==> config.mk <==
export PLATFORM = sky130hd
export DESIGN_NAME = mem_arbiter_flat
export DESIGN_NICKNAME = d
export VERILOG_FILES = /design/src/rtl/mem_arbiter_if.sv /design/src/rtl/mem_arbiter.sv /design/src/flat_wrapper.sv
export SDC_FILE = /design/constraint.sdc
export NUM_CORES = 1
export LEC_CHECK = 0
export CAP_MARGIN = 10
export CORE_ASPECT_RATIO = 1.75
export CORE_MARGIN = 10
export CORE_UTILIZATION = 40
export DETAILED_ROUTE_END_ITERATION = 8
export PLACE_DENSITY_LB_ADDON = 0.12
export SYNTH_ARGS = -nofsm -noshare
export SYNTH_HDL_FRONTEND = slang
export SYNTH_SLANG_ARGS = --single-unit
==> constraint.sdc <==
create_clock -name clk -period 4.29 [get_ports clk]
set_input_delay 0.429 -clock clk [delete_from_list [all_inputs] [get_ports clk]]
set_output_delay 0.429 -clock clk [all_outputs]
set_load 0.01 [all_outputs]
==> src/rtl/mem_arbiter_if.sv <==
// mem_arbiter_if: requester and memory-port signals shared by the two cache miss paths and the arbiter.
interface mem_arbiter_if #(
  parameter int AW = 16,
  parameter int DW = 16
);
  logic          i_req;
  logic [AW-1:0] i_addr;
  logic          i_done;
  logic [DW-1:0] i_rdata;
  logic          d_req;
  logic          d_wr;
  logic [AW-1:0] d_addr;
  logic [DW-1:0] d_wdata;
  logic          d_done;
  logic [DW-1:0] d_rdata;
  logic          mem_req;
  logic          mem_wr;
  logic [AW-1:0] mem_addr;
  logic [DW-1:0] mem_wdata;
  logic          mem_done;
  logic [DW-1:0] mem_rdata;
  modport slave (
    input  i_req, i_addr, d_req, d_wr, d_addr, d_wdata, mem_done, mem_rdata,
    output i_done, i_rdata, d_done, d_rdata, mem_req, mem_wr, mem_addr, mem_wdata
  );
  modport master (
    output i_req, i_addr, d_req, d_wr, d_addr, d_wdata, mem_done, mem_rdata,
    input  i_done, i_rdata, d_done, d_rdata, mem_req, mem_wr, mem_addr, mem_wdata
  );
endinterface

==> src/rtl/mem_arbiter.sv <==
// mem_arbiter: serializes I-side and D-side cache misses onto one memory port, D priority with I starvation guard.
module mem_arbiter #(
  parameter int STARVE_LIM = 4
) (
  input  logic        clk,
  input  logic        rst,
  mem_arbiter_if.slave bus,
  output logic [15:0] i_grant_cnt,
  output logic [15:0] d_grant_cnt
);
  typedef enum logic [2:0] {IDLE, BUSY_I, BUSY_D, RESP_I, RESP_D} state_t;
  state_t state, nxt;
  logic [2:0] streak;
  logic grant_i, grant_d, wr_q;
  logic starve;
  assign starve = streak == 3'(STARVE_LIM);
  always_comb begin
    nxt = state;
    grant_i = 1'b0;
    grant_d = 1'b0;
    case (state)
      IDLE: begin
        grant_d = bus.d_req && !(bus.i_req && starve);
        grant_i = bus.i_req && !grant_d;
        nxt = grant_d ? BUSY_D : grant_i ? BUSY_I : IDLE;
      end
      BUSY_I: nxt = bus.mem_done ? RESP_I : BUSY_I;
      BUSY_D: nxt = bus.mem_done ? RESP_D : BUSY_D;
      default: nxt = IDLE;
    endcase
  end
  always_ff @(posedge clk or posedge rst)
    if (rst) state <= IDLE;
    else state <= nxt;
  // Outputs decoded from state only, so reset clears them without a clock edge.
  assign bus.mem_req = state == BUSY_I || state == BUSY_D;
  assign bus.mem_wr  = wr_q && state == BUSY_D;
  assign bus.i_done  = state == RESP_I;
  assign bus.d_done  = state == RESP_D;
  always_ff @(posedge clk or posedge rst) begin
    if (rst) begin
      wr_q          <= 1'b0;
      bus.mem_addr  <= '0;
      bus.mem_wdata <= '0;
      bus.i_rdata   <= '0;
      bus.d_rdata   <= '0;
      streak        <= '0;
      i_grant_cnt   <= '0;
      d_grant_cnt   <= '0;
    end else begin
      if (grant_i) begin
        wr_q         <= 1'b0;
        bus.mem_addr <= bus.i_addr;
        streak       <= '0;
        if (i_grant_cnt != 16'hFFFF) i_grant_cnt <= i_grant_cnt + 16'd1;
      end
      if (grant_d) begin
        wr_q          <= bus.d_wr;
        bus.mem_addr  <= bus.d_addr;
        bus.mem_wdata <= bus.d_wdata;
        if (bus.i_req && !starve) streak <= streak + 3'd1;
        if (d_grant_cnt != 16'hFFFF) d_grant_cnt <= d_grant_cnt + 16'd1;
      end
      if (state == BUSY_I && bus.mem_done) bus.i_rdata <= bus.mem_rdata;
      if (state == BUSY_D && bus.mem_done && !wr_q) bus.d_rdata <= bus.mem_rdata;
    end
  end
endmodule

==> src/flat_wrapper.sv <==
// flat-port wrapper written by rule: the top's interface ports become plain ports
module mem_arbiter_flat 
#(
  parameter int STARVE_LIM = 4
)
  (clk, rst, i_grant_cnt, d_grant_cnt, bus_i_req, bus_i_addr, bus_d_req, bus_d_wr, bus_d_addr, bus_d_wdata, bus_mem_done, bus_mem_rdata, bus_i_done, bus_i_rdata, bus_d_done, bus_d_rdata, bus_mem_req, bus_mem_wr, bus_mem_addr, bus_mem_wdata);
  mem_arbiter_if bus_i ();
  input  logic clk;
  input  logic rst;
  output logic [15:0] i_grant_cnt;
  output logic [15:0] d_grant_cnt;
  input wire logic [$bits(bus_i.i_req)-1:0] bus_i_req;
  input wire logic [$bits(bus_i.i_addr)-1:0] bus_i_addr;
  input wire logic [$bits(bus_i.d_req)-1:0] bus_d_req;
  input wire logic [$bits(bus_i.d_wr)-1:0] bus_d_wr;
  input wire logic [$bits(bus_i.d_addr)-1:0] bus_d_addr;
  input wire logic [$bits(bus_i.d_wdata)-1:0] bus_d_wdata;
  input wire logic [$bits(bus_i.mem_done)-1:0] bus_mem_done;
  input wire logic [$bits(bus_i.mem_rdata)-1:0] bus_mem_rdata;
  output wire logic [$bits(bus_i.i_done)-1:0] bus_i_done;
  output wire logic [$bits(bus_i.i_rdata)-1:0] bus_i_rdata;
  output wire logic [$bits(bus_i.d_done)-1:0] bus_d_done;
  output wire logic [$bits(bus_i.d_rdata)-1:0] bus_d_rdata;
  output wire logic [$bits(bus_i.mem_req)-1:0] bus_mem_req;
  output wire logic [$bits(bus_i.mem_wr)-1:0] bus_mem_wr;
  output wire logic [$bits(bus_i.mem_addr)-1:0] bus_mem_addr;
  output wire logic [$bits(bus_i.mem_wdata)-1:0] bus_mem_wdata;
  assign bus_i.i_req = bus_i_req;
  assign bus_i.i_addr = bus_i_addr;
  assign bus_i.d_req = bus_d_req;
  assign bus_i.d_wr = bus_d_wr;
  assign bus_i.d_addr = bus_d_addr;
  assign bus_i.d_wdata = bus_d_wdata;
  assign bus_i.mem_done = bus_mem_done;
  assign bus_i.mem_rdata = bus_mem_rdata;
  assign bus_i_done = bus_i.i_done;
  assign bus_i_rdata = bus_i.i_rdata;
  assign bus_d_done = bus_i.d_done;
  assign bus_d_rdata = bus_i.d_rdata;
  assign bus_mem_req = bus_i.mem_req;
  assign bus_mem_wr = bus_i.mem_wr;
  assign bus_mem_addr = bus_i.mem_addr;
  assign bus_mem_wdata = bus_i.mem_wdata;
  mem_arbiter #(.STARVE_LIM(STARVE_LIM)) u_core (.clk(clk), .rst(rst), .bus(bus_i), .i_grant_cnt(i_grant_cnt), .d_grant_cnt(d_grant_cnt));
endmodule
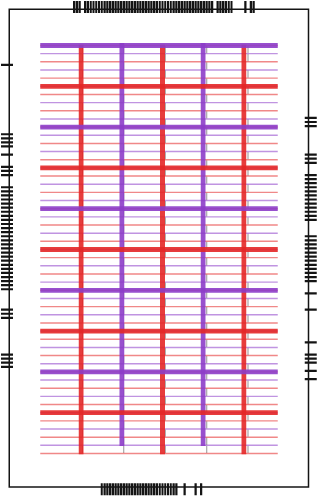
**Above:** floorplan with the power grid.
Scale: 3 px per µm. Pins as bars on the die edge. Tap cells in gray.
Purple stands for VDD. Red stands for VSS.
130 tap cells. 5 straps on met4. 170 signal pins sit on the boundary. 10 straps on met5. The core has 50 rows.

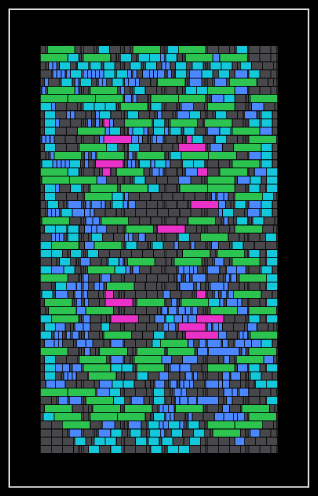
**Above:** cell classes on the final placement.
Scale: 3 px per µm. Fill, decap, tap and diode cells in gray.
Green stands for flops, cells 103, share of their area 41%. Cyan stands for other buffers and delay cells, cells 172, share of their area 27%. Blue stands for all other logic, cells 279, share of their area 28%. Magenta stands for clock drivers and dummy loads, cells 16, share of their area 4.7%.

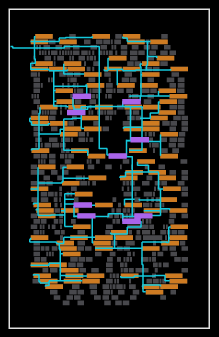
**Above:** routed clock nets over the placement.
Scale: 2 px per µm.
Orange stands for flip-flops, count 103. Purple stands for cells driving clock nets, count 9. Cyan stands for clock wires, length 1,220 µm.
Position of the flops: widely spread. There are 10 routed clock nets.

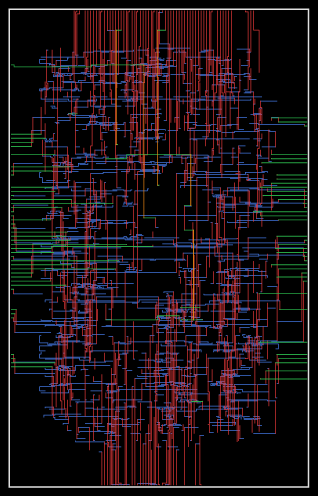
**Above:** wiring by layer.
Scale: 3 px per µm.
Orange stands for met4, wire length 188 µm. Red stands for met2, wire length 6,920 µm. Green stands for met3, wire length 1,030 µm. Blue stands for met1, wire length 4,560 µm.

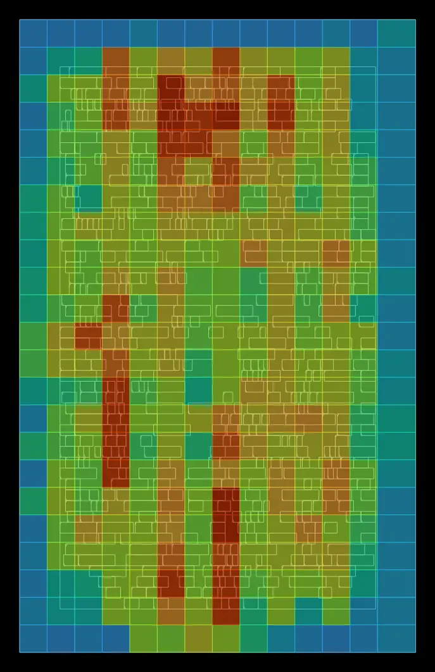
**Above:** routing congestion.
DR WL/cell: 18.14 µm
grt met2 use: 0.2894
met3 usage: 0.06163
most crowded layer after global routing: met2
met1 GRT Util: 0.1626

-- kinds of logic (layout without fill, tap and decap cells) --
kind of cell	count (synthesis)	count (layout)	synth area share
buffers and inverters	25	197	0.02560
flip-flops	103	103	0.5861
XOR/XNOR	28	28	0.05576
adder cells (fa/ha/maj)	4	4	0.01138
AND/OR/NAND/NOR	164	164	0.1716
AND-OR/OR-AND	39	39	0.06003
multiplexers	35	35	0.08962
-- power by group through the flow --
stage	logic [mW]	registers, mW	clock network, mW
6_report	1.86	1.61	0.810
3_5_place_dp	1.90	1.63	0
4_1_cts	1.91	1.61	0.833
5_1_grt	2.02	1.66	0.876
3_3_place_gp	1.87	1.61	0
2_1_floorplan	0.724	1.75	0
-- layer usage --
layer | global-route usage | part of all wire | wire, µm
met1 | 0.1626 | 0.36 | 4562
met2 | 0.2894 | 0.55 | 6922
met3 | 0.06163 | 0.081 | 1025
met4 | 0.04581 | 0.015 | 187
met5 | 0 | 0 | 0
-- synth_stat cells (all sizes together), types with 6 or more instances --
cell type / count
inv: 9
buf: 6
o21ai: 12
a31oi: 7
xor2: 11
nor2: 35
clkbuf: 10
nand3: 11
mux2: 35
nand4: 10
nand2: 81
o22ai: 6
xnor2: 17
dfrtp: 103
nor3: 6
-- cell usage in the layout (no fill, tap or decap), drive strengths merged, types with 6 or more instances in the layout --
cell,netlist,final
inv,9,10
nand4,10,10
nor2,35,35
xnor2,17,17
mux2,35,35
clkdlybuf4s50,0,169
o21ai,12,12
a31oi,7,7
dfrtp,103,103
xor2,11,11
clkbuf,10,9
nand3,11,11
o22ai,6,6
nand2,81,81
nor3,6,6
-- sequential cells by signal, summed over array words and instances, names as in the netlist --
name                  cells
u_core.bus.mem_wdata     16
u_core.d_grant_cnt       16
u_core.bus.d_rdata       16
u_core.bus.mem_addr      16
u_core.state              3
u_core.i_grant_cnt       16
u_core.streak             3
u_core.bus.i_rdata       16
u_core.wr_q               1
-- tightest hold or removal path: cells and delay by family (launching register included) --
kind             cells  cell delay [ns]
flip-flops           1             0.34
AND/OR/NAND/NOR      2             0.10
-- cell type report --
cell class,instances,share of cell area
Multi-Input combinational cell,270,0.2639
Sequential cell,103,0.3962
Timing Repair Buffer,172,0.2635
Clock inverter,7,0.01116
Inverter,9,0.005578
Clock buffer,9,0.03462
Tap cell,130,0.02500
-- path summary, 6_finish.rpt --
check / from / slack, ns / end / cells past startpoint
max reg2reg: u_core.state[1] / 1.41 / u_core.d_grant_cnt[8] / 5
min reg2reg: u_core.bus.mem_wdata[15] / 0.47 / u_core.bus.mem_wdata[15] / 2
min: u_core.bus.mem_wdata[15] / 0.47 / u_core.bus.mem_wdata[15] / 2
max: u_core.state[1] / 1.41 / u_core.d_grant_cnt[8] / 5
min in group asynchronous: rst / 0.58 / u_core.bus.d_rdata[1] / 2
max in group asynchronous: rst / 2.89 / u_core.streak[0] / 3
==> impl_metrics.tcl <==
# metrics dict for downstream scripts
set metrics [dict create \
    outcome "completed" \
    nFillCells 913 \
    top_area_frac 0.5861 \
    power_mw 4.273 \
    p_int_mw 2.830 \
    worst_pin_slew_ns 1.018 \
    diodes 0 \
    fp.dieW_um 99.27 \
    clock-root-buffer "clkbuf_16" \
    port_buffers 169 \
    fp_nets 472 \
    wl_mm 12.70 \
    period_needed_ns 2.882 \
    setup_tns_ns 0 \
    holdWs_ns 0.4746 \
    place.gp.congestion 0.7957 \
    grt_pass1_wl_mm 20.31 \
    syn_area_um2 4398 \
    maxCapViolations 0 \
    rsz0062_at_grt "no" \
    final_antenna_net_count 0 \
    crit_chain "nor3_2 -> and3_1 -> o21ai_1 -> nor3_1 -> xor2_1" \
    cts_buffers 9 \
    track_usage 0.1597 \
    cp_max_fo 25 \
    clockBufferDepth 2 \
    fin_cells 700 \
    power_leakage_nw 2.788 \
    cp-start-kind "flip-flop" \
    maxSlewViolCount 0 \
    clock_latency_ns 0.33 \
    io_pins 170 \
    fin_ws_ns 1.408 \
    sequentialPowerShare 0.376 \
    max_freq_mhz 347.0 \
    die_h_um 158.7 \
    path_clk_slew_ns 0.07 \
    hold_viol 0 \
    cts_tree "built" \
    async_flop_share 1.000 \
    die_area_um2 15750 \
    ys_cells 398 \
    logic_area_um2 1717 \
    clockPowerShare 0.190 \
    relSlewSlack 0.3186 \
    synth_cell_type_count 42 \
]
No activity file was given, so power comes from the tool's default toggle rates.
